### config.mk
export PLATFORM = sky130hd
export DESIGN_NAME = u74hc165_piso
export DESIGN_NICKNAME = d
export VERILOG_FILES = /design/src/rtl/u74hc_pkg.sv /design/src/rtl/hc_delay_line.sv /design/src/rtl/u74hc165_piso.sv
export SDC_FILE = /design/constraint.sdc
export NUM_CORES = 1
export LEC_CHECK = 0
export CAP_MARGIN = 15
export CORE_MARGIN = 10
export CORE_UTILIZATION = 48
export CTS_BUF_LIST = sky130_fd_sc_hd__clkbuf_2 sky130_fd_sc_hd__clkbuf_4 sky130_fd_sc_hd__clkbuf_8
export DETAILED_ROUTE_END_ITERATION = 8
export PLACE_DENSITY_LB_ADDON = 0.1
export RECOVER_POWER = 100
export SYNTH_ARGS = -nofsm -noshare
export SYNTH_HDL_FRONTEND = slang
export SYNTH_SLANG_ARGS = --single-unit
### constraint.sdc
create_clock -name clk -period 2.39 [get_ports clk]
set_input_delay 0.717 -clock clk [delete_from_list [all_inputs] [get_ports clk]]
set_output_delay 0.717 -clock clk [all_outputs]
set_load 0.005 [all_outputs]
### src/rtl/u74hc_pkg.sv
// Shared constants for the 74HC-family models: default and maximum output delay.
// Optional U74HC165_SERIAL_MONITOR_EN adds q_par to u74hc165_piso; nothing here depends on it.
package u74hc_pkg;

  localparam int DEFAULT_DELAY = 9;
  localparam int MAX_DELAY     = 32;

  // Out-of-range delays are pulled into 1..MAX_DELAY so the delay line always has stages.
  function automatic int clamp_delay(input int delay);
    if (delay < 1)
      return 1;
    else if (delay > MAX_DELAY)
      return MAX_DELAY;
    else
      return delay;
  endfunction

endpackage

### src/rtl/hc_delay_line.sv
// Fixed-latency shift line modelling output propagation delay, in clk cycles.
// Independent of U74HC165_SERIAL_MONITOR_EN.
module hc_delay_line
  import u74hc_pkg::*;
#(
  parameter int   DELAY = DEFAULT_DELAY,
  parameter logic INIT  = 1'b0
) (
  input  logic clk,
  input  logic rst,
  input  logic din,
  output logic dout
);

  localparam int STAGES = clamp_delay(DELAY);

  logic [STAGES-1:0] stages;

  always_ff @(posedge clk) begin
    if (rst) begin
      stages <= {STAGES{INIT}};
    end else begin
      stages[0] <= din;
      for (int i = 1; i < STAGES; i++) begin
        stages[i] <= stages[i-1];
      end
    end
  end

  assign dout = stages[STAGES-1];

endmodule

### src/rtl/u74hc165_piso.sv
// Cycle-based model of a 74HC165 8-bit parallel-in/serial-out shift register.
// Define U74HC165_SERIAL_MONITOR_EN to expose the undelayed register contents on q_par.
module u74hc165_piso
  import u74hc_pkg::*;
#(
  parameter logic [7:0] IC    = 8'h00,
  parameter int         DELAY = DEFAULT_DELAY
) (
  input  logic       clk,
  input  logic       rst,
  input  logic       vcc,
  input  logic       gnd,
  input  logic       pl_n,
  input  logic       cp,
  input  logic       ce_n,
  input  logic       ds,
  input  logic [7:0] d,
`ifdef U74HC165_SERIAL_MONITOR_EN
  output logic [7:0] q_par,
`endif
  output logic       q7,
  output logic       q7_n
);

  logic       vrst;
  logic       cpe;
  logic       cpe_q;
  logic       shift_edge;
  logic [7:0] shift_reg;
  logic       q7_dly;
  logic       unused_gnd;

  // Losing supply behaves exactly like holding reset.
  assign vrst       = rst | ~vcc;
  assign cpe        = cp | ce_n;
  assign shift_edge = ~cpe_q & cpe;
  assign unused_gnd = gnd;

  // cpe_q resets high so a fresh low-then-high on the chip clock is needed after reset.
  always_ff @(posedge clk) begin
    if (vrst) begin
      shift_reg <= IC;
      cpe_q     <= 1'b1;
    end else begin
      cpe_q <= cpe;
      if (!pl_n)
        shift_reg <= d;
      else if (shift_edge)
        shift_reg <= {shift_reg[6:0], ds};
    end
  end

  hc_delay_line #(
    .DELAY(DELAY),
    .INIT (IC[7])
  ) u_q7_delay (
    .clk (clk),
    .rst (vrst),
    .din (shift_reg[7]),
    .dout(q7_dly)
  );

  assign q7   = q7_dly;
  assign q7_n = ~q7_dly;

`ifdef U74HC165_SERIAL_MONITOR_EN
  assign q_par = shift_reg;
`endif

endmodule

Cells by drive strength:
Scale: 6 px per µm.
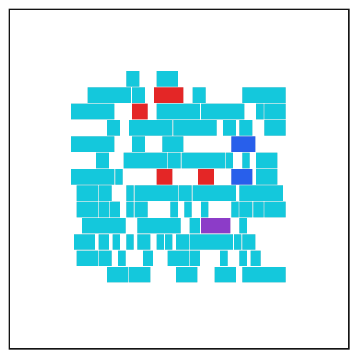
[red] x3 and x4 | cells: 4 | share: 4.7%
[blue] x2 | cells: 2 | share: 2.4%
[cyan] x1 and smaller | cells: 78 | share: 92%
[purple] x6 and larger | cells: 1 | share: 1.2%
Area growth syn-to-layout: 30.6%
Final WS setup: 0.457 ns

Cell density map:
Scale: 6 px per µm. The die is cut into 11 by 11 equal tiles; dark blue is low, red is high, 0 to 100% covered.
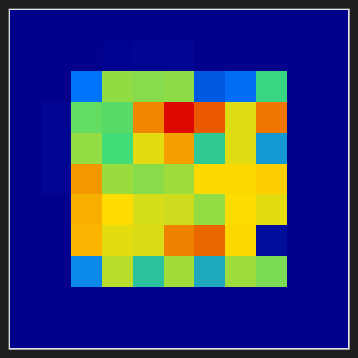
fullest tile: 99%
nearly empty tiles: 60%
densest ninth of the die: center
tiles over 75% full: 12%
FP Core Util: 50.0%
share of the core filled with cells: 65.3%
CORE AREA: 0.00127 mm²

==> run_results.csv <==
group,metric,value,unit
job,drv_cap,0,
global_routing,top_usage_layer,"met1",
layout,finalNetCount,102,
die,die-area,0.00318,mm²
clocking,tritoncts,"yes",
clocking,clk_latency,0.28,ns
final_timing,maxSlewViolCount,0,
synthesis,simple_gate_area_share,21.7,%
final_timing,holdWs,0.437,ns
die,ios,18,
synthesis,top_cell,"dfxtp_1",
route,drt_iter0_drc,12,
clocking,clk_pin_slew,0.10,ns
route,drtPass1Iterations,4,
clocking,numClockSinks,18,
critical_path,criticalPathCategory,"flop to output pin",
synthesis,synth_warnings,0,
job,warnings,27,
clocking,cts_setup_buffers,0,
synthesis,synth.distinct_cells,12,
route,drc,0,
synthesis,top_logic_kind,"simple AND/OR/NAND/NOR gates",
global_routing,first_global_vias,401,
route,via_count,477,
clocking,postCtsHoldBufs,0,
critical_path,cp-start-kind,"flop",
synthesis,ys_ff,18,
placement,place.detailed.hpwl,804,µm
global_routing,overflow,0,
layout,largest_reg_flops,9,
synthesis,aoi_share,17.6,%
synthesis,synth-edff-count,0,
synthesis,netlist_top_cells_count,"dfxtp_1 (18), nand2_1 (17), and2_1 (9), a31oi_1 (8), o21ai_0 (8)",
critical_path,cp.required,1.67,ns
layout,num_antenna_cells,0,
placement,place_inst,96,
die,die_h,56.4,µm
global_routing,grt_antenna_before_repair,0,
route,drt-total-wl,1.14,mm
final_timing,finalHoldViolations,0,
final_timing,fin_crit_sh,80.9,%
global_routing,grt_pass1_wl,1.79,mm
synthesis,muxShareOfSynthArea,0,%
critical_path,endpoint_kind,"output pin",
synthesis,avgSynthCellArea,9.33,µm²
synthesis,synth_top_area_share,56.8,%
placement,place_ws,0.503,ns
final_timing,fin_setup_tns,0,ns
synthesis,async_reset_ff_share,0,%
synthesis,adder_share,0,%
global_routing,grt.total_usage,6.73,%
status,status,"finished, final reports clean",
route,vias_per_cell,4.77,
pwr,powerDensity,645,mW/mm²
route,drt-wirelength-per-cell,11.4,µm
synthesis,top_area_cell,"dfxtp_1",
final_timing,min_period,1.93,ns
hold_path,hp-class,"flop to flop",
global_routing,grtUsageMet3,2.92,%
synthesis,syn-num-nets,84,
critical_path,cp_max_fo,2,
synthesis,synth.cell_area,634,µm²
synthesis,synth_top_flop_cell,"dfxtp_1",
global_routing,use_met1,9.72,%
placement,port_buffers,16,
layout,stdcell_area,828,µm²
global_routing,grtUsageMet2,8.40,%
placement,place_area,792,µm²
pwr,vdd_drop_max,0.000441,V
final_timing,fmax,0.517,GHz
die,fp.dieW,56.4,µm
synthesis,syn-instance-count,68,
synthesis,ys_cells,68,
placement,gp_congestion,0.689,
clocking,cts_root_buf,"clkbuf_4",
layout,drive_above_1_share,8.24,%
final_timing,slew_headroom,69.6,%
clocking,cts_resized,0,
final_timing,setup_viol,0,
route,ant_nets,0,
clocking,htreeDepth,1,
synthesis,area_leaders,"dfxtp_1 (57%), nand2_1 (10%), and2_1 (8.9%)",
final_timing,grt_setup_unrepaired,"no",
synthesis,ys_seq_share,56.8,%
synthesis,ys_sh_xor,0,%
synthesis,ys_chip_area,634,µm²
global_routing,grt_max_degree,19,
clocking,numCtsBuffers,3,
die,rows,13,
final_timing,worstMarginPinSlew,0.455,ns
Metal 1:
Scale: 10 px per µm. Supply wires on this layer in gray.
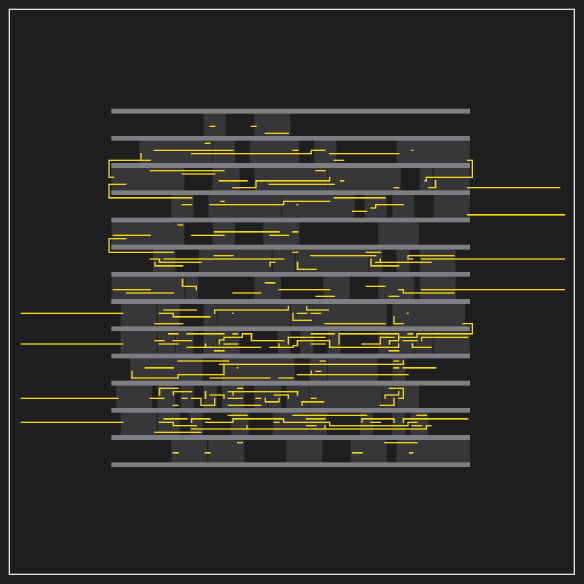
wire length on this layer: 618 µm
share of all routed wire: 54%
nets with wire on the layer: 96

Cell outlines without signal wires:
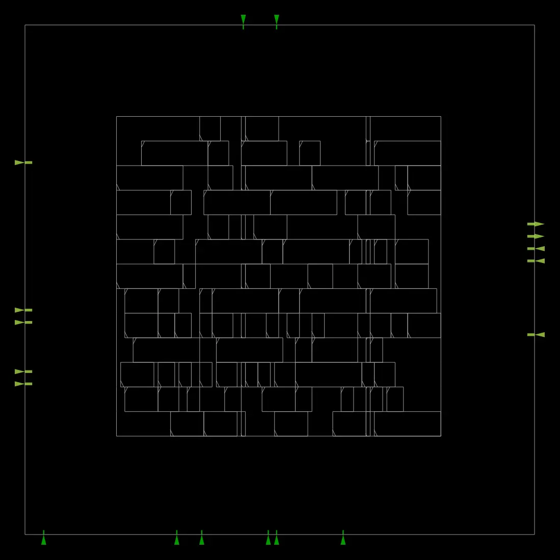
final instance count without filler cells: 100
registers: 18

metrics by stage:
stage | utilization, % | total power, mW
floorplan | - | 0.333
global placement | 62.4 | 0.360
detailed placement | 62.4 | 0.360
CTS | 65.3 | 0.539
global route | 65.3 | 0.559
finish | 65.3 | 0.534
logic make-up (layout without fill, tap and decap cells):
| group | count (synthesis) | after routing |
|---|---|---|
| buffers and inverters | 4 | 21 |
| AOI/OAI and AO/OA | 18 | 18 |
| DFF | 18 | 18 |
| and+or+nand+nor | 28 | 28 |
worst max-delay path: stages (launching register included):
cell	delay, ns
dfxtp_1	0.34
inv_1	0.03
dlygate4sd3_1	0.56
report_power, final:
part,switching [mW],internal (mW)
Sequential,0.00294,0.306
Combinational,0.0168,0.0268
Clock,0.0889,0.0926
Total,0.109,0.426
per-layer routing:
layer,routed length (µm),vias up
li1,-,262
met1,617,200
met2,456,13
met3,49,2
met4,12,0
met5,0,-
cells in the final DEF (no fill, tap or decap):
cell	n
a31oi_1	8
and2_0	2
and2_1	7
clkbuf_4	3
clkbuf_8	1
clkdlybuf4s50_1	13
dfxtp_1	18
dlygate4sd3_1	3
inv_1	1
nand2_1	17
nor2_1	1
nor2b_4	1
o21ai_0	8
o21ba_2	1
o21bai_2	1
worst paths after layout:
check | start | endpoint | slack [ns] | cells past startpoint
min | u_q7_delay.stages[6] | u_q7_delay.stages[7] | 0.44 | 1
max | u_q7_delay.stages[8] | q7_n | 0.46 | 2
min reg2reg | u_q7_delay.stages[6] | u_q7_delay.stages[7] | 0.44 | 1
max reg2reg | cpe_q | shift_reg[0] | 1.46 | 3
final cells by class:
class                           count  area, µm²
Tap cell                           15       18.8
Timing Repair Buffer               16        160
Fill cell                         118        440
Multi-Input combinational cell     46        249
Sequential cell                    18        360
Clock buffer                        4       36.3
Inverter                            1       3.75
Power figures rest on the tool's default switching activity, not on a simulated workload.
